**src/rtl/framebuffer_writer_pkg.sv**
```systemverilog
// rtl/framebuffer_writer_pkg.sv - shared constants, state encoding and FIFO entry type
// Purpose: default screen geometry, frame RAM address width, colour width,
//          clear colour, the writer FSM state encoding and the packed plot entry
//          that is stored in the plot FIFO.
// Ports:   none (package)
package framebuffer_writer_pkg;

  localparam int DEF_SCREEN_W = 160;
  localparam int DEF_SCREEN_H = 120;
  localparam int DEF_ADDR_W   = 15;
  localparam int DEF_FIFO_AW  = 3;
  localparam int PIX_W        = 10;
  localparam int COLOR_W      = 3;

  localparam logic [COLOR_W-1:0] DEF_CLEAR_COLOR = 3'b000;

  typedef enum logic {
    S_DRAIN = 1'b0,
    S_CLEAR = 1'b1
  } state_e;

  typedef struct packed {
    logic [PIX_W-1:0]   x;
    logic [PIX_W-1:0]   y;
    logic [COLOR_W-1:0] color;
  } plot_entry_t;

endpackage

```
**src/rtl/framebuffer_writer_fifo.sv**
```systemverilog
// rtl/framebuffer_writer_fifo.sv - synchronous FIFO holding pending plot requests
// Purpose: plot_fifo, a single-clock FIFO of depth 2**AW with a show-ahead head.
// Ports:   clk, reset_n (async active-low), push_i/wdata_i write side,
//          pop_i read side, head_o current head entry, full_o, empty_o status.
module plot_fifo #(
  parameter int WIDTH = 23,
  parameter int AW    = 3
) (
  input  logic             clk,
  input  logic             reset_n,
  input  logic             push_i,
  input  logic [WIDTH-1:0] wdata_i,
  input  logic             pop_i,
  output logic [WIDTH-1:0] head_o,
  output logic             full_o,
  output logic             empty_o
);

  localparam int DEPTH = 1 << AW;

  logic [WIDTH-1:0] mem_q [DEPTH];
  logic [AW-1:0]    wr_ptr_q, rd_ptr_q;
  logic [AW:0]      count_q;
  logic             do_push, do_pop;

  assign full_o  = (count_q == (AW+1)'(DEPTH));
  assign empty_o = (count_q == '0);
  // A push against a full FIFO is refused even if a pop happens the same cycle;
  // the producer sees !full as its ready, so this keeps both views consistent.
  assign do_push = push_i && !full_o;
  assign do_pop  = pop_i && !empty_o;
  assign head_o  = mem_q[rd_ptr_q];

  always_ff @(posedge clk) begin
    if (do_push) begin
      mem_q[wr_ptr_q] <= wdata_i;
    end
  end

  always_ff @(posedge clk or negedge reset_n) begin
    if (!reset_n) begin
      wr_ptr_q <= '0;
      rd_ptr_q <= '0;
      count_q  <= '0;
    end else begin
      if (do_push) wr_ptr_q <= wr_ptr_q + 1'b1;
      if (do_pop)  rd_ptr_q <= rd_ptr_q + 1'b1;
      count_q <= count_q + (AW+1)'(do_push) - (AW+1)'(do_pop);
    end
  end

endmodule

```
**src/rtl/framebuffer_writer.sv**
```systemverilog
// rtl/framebuffer_writer.sv - plot stream consumer: FIFO, clip, address calc, clear sequencer
// Purpose: buffers plot requests, drops off-screen pixels, converts (x,y) to a
//          linear frame RAM address and issues registered single-cycle writes when
//          granted; also sweeps the whole screen with CLEAR_COLOR on request.
// Ports:   clk, reset_n (async active-low)
//          plot, x_pix, y_pix, color, in_ready    - plot request stream
//          clear_req, clear_busy                  - full-screen clear control
//          mem_grant, mem_we, mem_addr, mem_data  - frame RAM write port
//          overflow                               - sticky dropped-request flag
module framebuffer_writer
  import framebuffer_writer_pkg::*;
#(
  parameter int                 SCREEN_W    = DEF_SCREEN_W,
  parameter int                 SCREEN_H    = DEF_SCREEN_H,
  parameter int                 ADDR_W      = DEF_ADDR_W,
  parameter int                 FIFO_AW     = DEF_FIFO_AW,
  parameter logic [COLOR_W-1:0] CLEAR_COLOR = DEF_CLEAR_COLOR
) (
  input  logic               clk,
  input  logic               reset_n,
  input  logic               plot,
  input  logic [PIX_W-1:0]   x_pix,
  input  logic [PIX_W-1:0]   y_pix,
  input  logic [COLOR_W-1:0] color,
  output logic               in_ready,
  input  logic               clear_req,
  output logic               clear_busy,
  input  logic               mem_grant,
  output logic               mem_we,
  output logic [ADDR_W-1:0]  mem_addr,
  output logic [COLOR_W-1:0] mem_data,
  output logic               overflow
);

  localparam logic [PIX_W-1:0]  X_LIM     = PIX_W'(SCREEN_W);
  localparam logic [PIX_W-1:0]  Y_LIM     = PIX_W'(SCREEN_H);
  localparam logic [ADDR_W-1:0] LAST_ADDR = ADDR_W'(SCREEN_W * SCREEN_H - 1);

  state_e             state_q, state_d;
  logic               pending_q, pending_d;
  logic [ADDR_W-1:0]  cnt_q, cnt_d;
  logic               we_q, we_d;
  logic [ADDR_W-1:0]  addr_q, addr_d;
  logic [COLOR_W-1:0] data_q, data_d;
  logic               overflow_q;

  plot_entry_t        wr_entry, head;
  logic               fifo_full, fifo_empty, fifo_push, fifo_pop;
  logic               in_range;
  logic [ADDR_W-1:0]  lin_addr;

  assign in_ready  = !fifo_full;
  assign fifo_push = plot && in_ready;
  assign wr_entry  = '{x: x_pix, y: y_pix, color: color};

  plot_fifo #(
    .WIDTH ($bits(plot_entry_t)),
    .AW    (FIFO_AW)
  ) u_fifo (
    .clk     (clk),
    .reset_n (reset_n),
    .push_i  (fifo_push),
    .wdata_i (wr_entry),
    .pop_i   (fifo_pop),
    .head_o  (head),
    .full_o  (fifo_full),
    .empty_o (fifo_empty)
  );

  // Range check on the raw 10-bit coordinates so large values can never alias
  // back on-screen through the multiply.
  assign in_range = (head.x < X_LIM) && (head.y < Y_LIM);
  assign lin_addr = ADDR_W'(head.y) * ADDR_W'(SCREEN_W) + ADDR_W'(head.x);

  always_comb begin
    state_d   = state_q;
    pending_d = pending_q;
    cnt_d     = cnt_q;
    we_d      = 1'b0;
    addr_d    = addr_q;
    data_d    = data_q;
    fifo_pop  = 1'b0;

    // A clear request only registers while draining; mid-clear it is ignored.
    if (clear_req && (state_q == S_DRAIN)) begin
      pending_d = 1'b1;
    end

    case (state_q)
      S_DRAIN: begin
        if (!fifo_empty) begin
          if (mem_grant) begin
            fifo_pop = 1'b1;
            if (in_range) begin
              we_d   = 1'b1;
              addr_d = lin_addr;
              data_d = head.color;
            end
          end
        end else if (pending_q) begin
          // Only start once everything plotted before the request has landed.
          state_d = S_CLEAR;
        end
      end
      S_CLEAR: begin
        if (mem_grant) begin
          we_d   = 1'b1;
          addr_d = cnt_q;
          data_d = CLEAR_COLOR;
          if (cnt_q == LAST_ADDR) begin
            cnt_d     = '0;
            pending_d = 1'b0;
            state_d   = S_DRAIN;
          end else begin
            cnt_d = cnt_q + 1'b1;
          end
        end
      end
      default: state_d = S_DRAIN;
    endcase
  end

  always_ff @(posedge clk or negedge reset_n) begin
    if (!reset_n) begin
      state_q    <= S_DRAIN;
      pending_q  <= 1'b0;
      cnt_q      <= '0;
      we_q       <= 1'b0;
      addr_q     <= '0;
      data_q     <= '0;
      overflow_q <= 1'b0;
    end else begin
      state_q   <= state_d;
      pending_q <= pending_d;
      cnt_q     <= cnt_d;
      we_q      <= we_d;
      addr_q    <= addr_d;
      data_q    <= data_d;
      if (plot && !in_ready) begin
        overflow_q <= 1'b1;
      end
    end
  end

  assign clear_busy = pending_q;
  assign mem_we     = we_q;
  assign mem_addr   = addr_q;
  assign mem_data   = data_q;
  assign overflow   = overflow_q;

endmodule

```
**config.mk**
```make
export PLATFORM = sky130hd
export DESIGN_NAME = framebuffer_writer
export DESIGN_NICKNAME = d
export VERILOG_FILES = /design/src/rtl/framebuffer_writer_pkg.sv /design/src/rtl/framebuffer_writer_fifo.sv /design/src/rtl/framebuffer_writer.sv
export SDC_FILE = /design/constraint.sdc
export NUM_CORES = 1
export LEC_CHECK = 0
export ABC_AREA = 0
export CAP_MARGIN = 20
export CORE_MARGIN = 3
export CORE_UTILIZATION = 60
export CTS_CLUSTER_SIZE = 8
export DETAILED_ROUTE_END_ITERATION = 6
export PLACE_DENSITY = 0.9
export SETUP_SLACK_MARGIN = 0.05
export SLEW_MARGIN = 20
export SYNTH_ARGS = -nofsm -noshare
export SYNTH_HDL_FRONTEND = slang
export SYNTH_HIERARCHICAL = 1
export SYNTH_SLANG_ARGS = --single-unit
```
**constraint.sdc**
```tcl
create_clock -name clk -period 4.25 [get_ports clk]
set_input_delay 0.85 -clock clk [delete_from_list [all_inputs] [get_ports clk]]
set_output_delay 0.85 -clock clk [all_outputs]
set_load 0.005 [all_outputs]
```
==> reports/qor_table.md, run 1 <==
| Stage | Result | This run |
|:---|:---|:---|
| cells and area | Proportion of layout cells with a drive suffix above 1 | 19.5% |
| cells and area | Top class by area | sequential cells |
| route | Vias per inst | 6.18 |
| status | Outcome | finished clean |
| power and ir drop | Power share of the sequential group | 46.0% |
| global route | Global-route layer with the greatest usage | met2 |
| route | Wire length on met1 | 8430 µm |
| sta | Worst clock skew | 0.0208 ns |
| cells and area | Number of flip-flops under the largest register name | 184 |
| synthesis | Share of synthesized cell area in and, or, nand and nor gates | 5.87% |
| cells and area | Top cells excl fill/tap | sky130_fd_sc_hd__edfxtp_1, sky130_fd_sc_hd__clkdlybuf4s50_1, sky130_fd_sc_hd__dfrtp_1 |
| synthesis | Top comb family, area | multiplexers |
| worst setup path | CP Max Fanout | 11 |
| floorplan | Die Footprint | 18,100 µm² |
| global route | Global routing usage on met3 | 5.18% |
| clock tree | CTS H-tree depth | 2 |
| clock tree | Postcts setup bufs | 0 |
| synthesis | Area fraction in xor and xnor cells | 2.03% |
| worst setup path | Critical-path cell with the highest stage delay | sky130_fd_sc_hd__mux4_1 |
| global route | Antenna violations before repair | 0 |
| power and ir drop | Fraction of power spent switching nets | 26.2% |
| synthesis | Yosys stat chip area | 9910 µm² |
| worst setup path | Required time reported for the critical path endpoint | 4.67 ns |
| route | Number of nets with antenna violations after routing | 0 |
| cells and area | Number of clock buffer instances in the layout | 45 |
| sta | Total negative slack | 0 ns |
| route | DRC | 0 |
| placement | Number of port buffers | 49 |
| route | First-iteration detailed-routing DRC count | 645 |
| worst setup path | Setup crit start kind | flop |
| sta | Slew margin rel. | 43.4% |
| worst setup path | Path type of the worst setup path | reg2reg |
| synthesis | Cell Type Count | 52 |
| clock tree | Deepest clock path buffer count | 3 |
| synthesis | Adder-Cell Fraction of Synth Area | 4.01% |
| clock tree | Clock buffer count from CTS | 34 |
| synthesis | Count of flip-flops with a built-in enable after synthesis | 184 |
| synthesis | Mapped Cells | 571 |
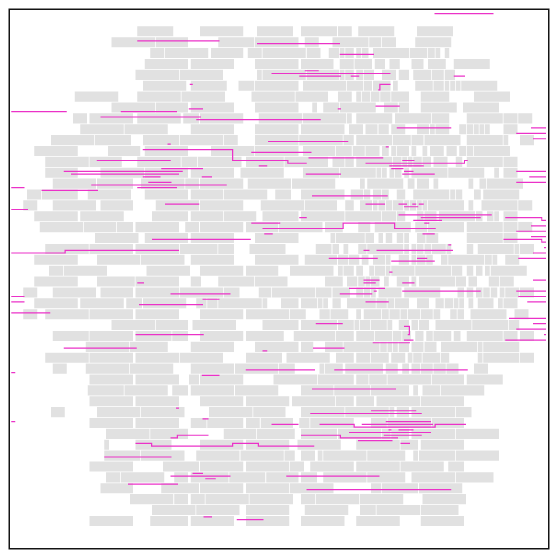
*Signal wires on met3, run 1*
(4 px per µm) Cells faint in the background.
nets with wire on the layer: 95
longest straight run: 35.9 µm

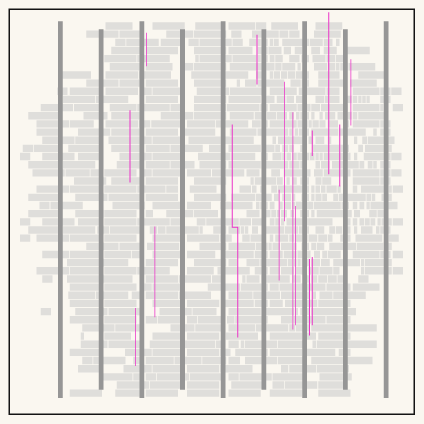
*M4 wires, run 1*
(3 px per µm) Supply wires on this layer in grey. Cells faint in the background.
wire length on this layer: 512 µm
longest straight run: 72.1 µm

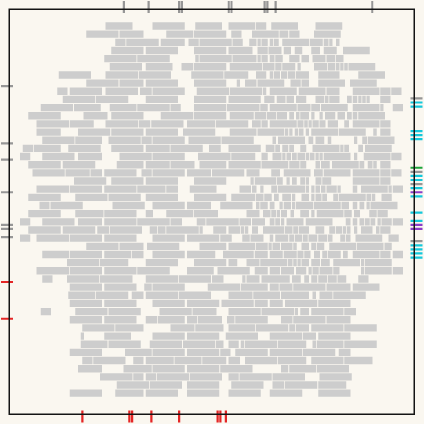
*Pin map, run 1*
(3 px per µm) Pins as bars across the die edge, other pins in grey.
legend:
  y_pix:
    colour: red
    pins: 10
    direction: input
    edge: 8 south, 2 west
  mem_grant:
    colour: green
    pins: 1
    direction: input
    edge: east
  mem_addr:
    colour: cyan
    pins: 15
    direction: output
    edge: east
  mem_data:
    colour: purple
    pins: 3
    direction: output
    edge: east
all pins by edge: 23 east, 10 north, 9 west, 8 south

### Zoomed window, run 1

Region (76, 76) to (126, 126) µm. Cells in grey, sequential cells in the stronger grey; small squares are vias.
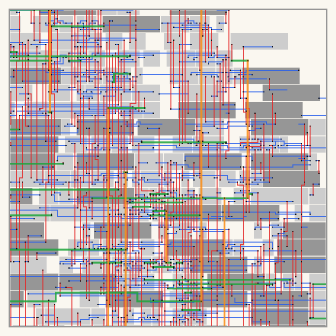

## Run 2: what changed since run 1
Settings changed: ABC_AREA 0 to 1, CORE_UTILIZATION 60 to 61.
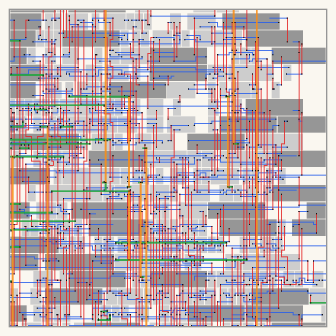
*Zoomed window, run 2*
Region (81, 81) to (131, 131) µm. Cells in grey, sequential cells in the stronger grey; small squares are vias.
legend:
  metal 3:
    colour: green
  metal 2:
    colour: red
  metal 4:
    colour: orange
  metal 1:
    colour: blue
most frequent: nand2_1 (59), inv_1 (40), dfrtp_1 (25)
cells with their middle in the window: 230
sequential cells in the window: 29
netlist names of flops here include: cnt_q (8), mem_addr (7), u_fifo/count_q (4)

==> run 2 against run 1 <==
Effect of this change: sequential power hardly changed; setup slack better by 0.12 ns; clock skew is 0.0010 ns lower; final cell count is 70% higher; clock-buffer cell count is 2 lower; final area is 9.5% higher; non-clock buffer count is 1 lower; fmax is 3.2% higher; core utilization hardly changed; sequential cell count stayed put; sequential share of layout area is 5.0 points lower; die area is 9.8% higher; critical endpoint unchanged; largest power group unchanged.
==> reports/qor_table.md, run 2 <==
| Stage | Result | This run | Delta |
|:---|:---|:---|:---|
| status | Outcome | finished clean |  |
| synthesis | Count of flip-flops with a built-in enable after synthesis | 184 | unchanged |
| cells and area | Top class by area | sequential cells |  |
| route | Wire length on met1 | 9720 µm | +15% |
| cells and area | Proportion of layout cells with a drive suffix above 1 | 6.38% | -13 points |
| route | DRC | 0 | unchanged |
| power and ir drop | Power share of the sequential group | 45.3% | -0.7 points |
| global route | Global-route layer with the greatest usage | met2 |  |
| global route | Antenna violations before repair | 1 | +1 |
| placement | Number of port buffers | 49 | unchanged |
| synthesis | Yosys stat chip area | 11,100 µm² | +12% |
| route | First-iteration detailed-routing DRC count | 1,067 | +65% |
| clock tree | CTS H-tree depth | 2 | unchanged |
| cells and area | Top cells excl fill/tap | sky130_fd_sc_hd__nand2_1, sky130_fd_sc_hd__inv_1, sky130_fd_sc_hd__edfxtp_1 |  |
| worst setup path | Path type of the worst setup path | reg2reg |  |
| floorplan | Die Footprint | 19,900 µm² | +9.8% |
| clock tree | Postcts setup bufs | 0 | unchanged |
| cells and area | Number of clock buffer instances in the layout | 43 | -4.4% |
| worst setup path | Setup crit start kind | flop |  |
| floorplan | Std-Cell Rows | 48 |  |
| global route | Via count of the first global-routing pass | 8,112 |  |
| synthesis | Area fraction in xor and xnor cells | 1.33% | -0.70 points |
| placement | DP Worst Slack | 0.508 ns |  |
| synthesis | Mapped Cells | 1,202 | +110% |
| synthesis | Cell Type Count | 37 | -29% |
| synthesis | Share of synthesized cell area in and, or, nand and nor gates | 21.9% | +16 points |
| worst setup path | Path depth of the worst reg2reg path | 21 |  |
| sta | Worst clock skew | 0.0198 ns | -0.00104 ns |
| sta | Total negative slack | 0 ns | unchanged |
| clock tree | Clock buffer count from CTS | 34 | unchanged |
| global route | Global routing usage on met3 | 6.21% | +1.0 points |
| worst setup path | Critical-path cell with the highest stage delay | sky130_fd_sc_hd__dfrtp_2 |  |
| cells and area | Most common logic cell in the routed design | sky130_fd_sc_hd__nand2_1 |  |
| synthesis | Top comb family, area | simple AND/OR/NAND/NOR gates |  |
| worst setup path | Worst setup slack for register-to-register paths | 0.35 ns |  |
| synthesis | Adder-Cell Fraction of Synth Area | 3.58% | -0.43 points |
| route | Vias per inst | 5.51 | -11% |
| clock tree | Deepest clock path buffer count | 3 | unchanged |
| power and ir drop | Power of the sequential group | 0.00300 W |  |
| worst setup path | CP Max Fanout | 26 | +15 |
| route | Number of nets with antenna violations after routing | 0 | unchanged |
| power and ir drop | Fraction of power spent switching nets | 28.5% | +2.3 points |
### Clock wiring as the flow saved it, run 2

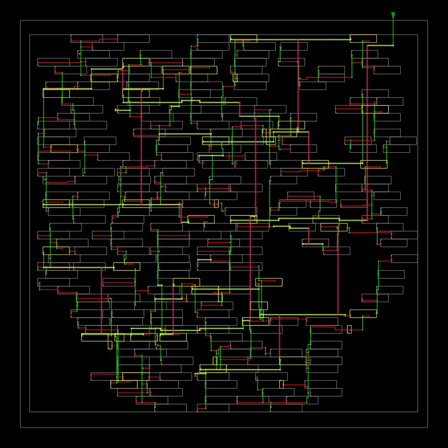

## Run 3: what changed since run 2
Settings changed: CTS_BUF_LIST from default to sky130_fd_sc_hd__clkbuf_8 sky130_fd_sc_hd__clkbuf_16, CTS_CLUSTER_SIZE 8 to default.
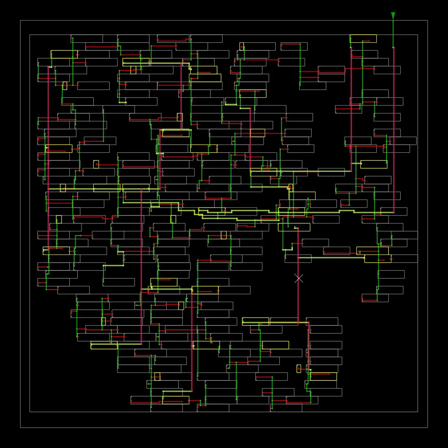
*Clock wiring as the flow saved it, run 3*
worst clock skew: 0.0182 ns
number of clock buffer instances in the layout: 26
count of sequential standard cells: 231
clk_lat worst skew: 0.53 ns
clock buffer count from CTS: 24

==> run 3 against run 2 <==
Effect of this change: the flow now finishes with violations (DRC); worst hold slack got worse by 0.019 ns; combinational power barely moved; non-clock buffer count did not move; sequential cell count did not move; critical path depth did not move; first-iteration DRC count fell by 4.4%; sequential share of layout area rose by 0.52 points; core utilization fell by 0.71 points; synthesized cell count did not move; via count fell by 0.30%.
==> reports/qor_table.md, run 3 <==
| Stage | Result | This run | Delta |
|:---|:---|:---|:---|
| cells and area | Top class by area | sequential cells |  |
| cells and area | Proportion of layout cells with a drive suffix above 1 | 6.47% | +0.094 points |
| synthesis | Adder-Cell Fraction of Synth Area | 3.58% | unchanged |
| sta | Highest attainable clock frequency | 0.260 GHz |  |
| sta | Total negative slack | 0 ns | unchanged |
| floorplan | Die outline width | 141 µm |  |
| status | Outcome | complete, but fails checks |  |
| global route | Antenna violations before repair | 0 | -1 |
| synthesis | Synth top area share | 49.7% |  |
| floorplan | Std-Cell Rows | 48 | unchanged |
| worst setup path | CP Max Fanout | 26 | unchanged |
| synthesis | Yosys stat chip area | 11,100 µm² | unchanged |
| route | Vias per inst | 5.51 | -0.10% |
| worst setup path | Endpoint kind of the worst setup timing path | flop |  |
| route | Number of nets with antenna violations after routing | 0 | unchanged |
| synthesis | Top comb family, area | simple AND/OR/NAND/NOR gates |  |
| power and ir drop | Areal power density over the cells | 502 nW/µm² |  |
| synthesis | Share of synthesized cell area in and, or, nand and nor gates | 21.9% | unchanged |
| power and ir drop | Power share of the sequential group | 47.3% | +2.0 points |
| cells and area | Most common logic cell in the routed design | sky130_fd_sc_hd__nand2_1 |  |
| status | Violations in the final reports | DRC |  |
| cells and area | Final std cells w/o fill | 1,492 |  |
| route | First-iteration detailed-routing DRC count | 1,020 | -4.4% |
| worst setup path | Startpoint of the worst setup timing path | u_fifo/rd_ptr_q[0] |  |
| synthesis | Mapped Cells | 1,202 | unchanged |
| global route | Global-route layer with the greatest usage | met2 |  |
| placement | DP Worst Slack | 0.508 ns | unchanged |
| floorplan | Starting utilization of the core area | 63.4% |  |
| placement | Number of port buffers | 49 | unchanged |
| worst setup path | Critical-path cell with the highest stage delay | sky130_fd_sc_hd__dfrtp_2 |  |
| worst setup path | Path depth of the worst reg2reg path | 21 | unchanged |
| cells and area | Top cells excl fill/tap | sky130_fd_sc_hd__nand2_1, sky130_fd_sc_hd__inv_1, sky130_fd_sc_hd__edfxtp_1 |  |
| route | DRC | 1 | +1 |
| clock tree | CTS H-tree depth | 1 | -1 |
| route | Number of detailed-routing iterations run before antenna repair | 7 |  |
| global route | Via count of the first global-routing pass | 7,979 | -1.6% |
| worst setup path | Path type of the worst setup path | reg2reg |  |
| synthesis | Cell Type Count | 37 | unchanged |
| floorplan | Die Footprint | 19,900 µm² | unchanged |
| worst setup path | Worst setup slack for register-to-register paths | 0.40 ns | +0.05 ns |
| power and ir drop | Fraction of power spent switching nets | 29.1% | +0.60 points |
| cells and area | Share of final layout cell area taken by clock buffers and inverters | 6.28% |  |
| synthesis | Area fraction in xor and xnor cells | 1.33% | unchanged |
| power and ir drop | Power of the sequential group | 0.00300 W | about the same |
| worst setup path | Setup crit start kind | flop |  |
| global route | Global routing usage on met3 | 4.10% | -2.1 points |
| route | Wire length on met1 | 9520 µm | -2.1% |
Power is estimated from default activity; no workload was simulated.
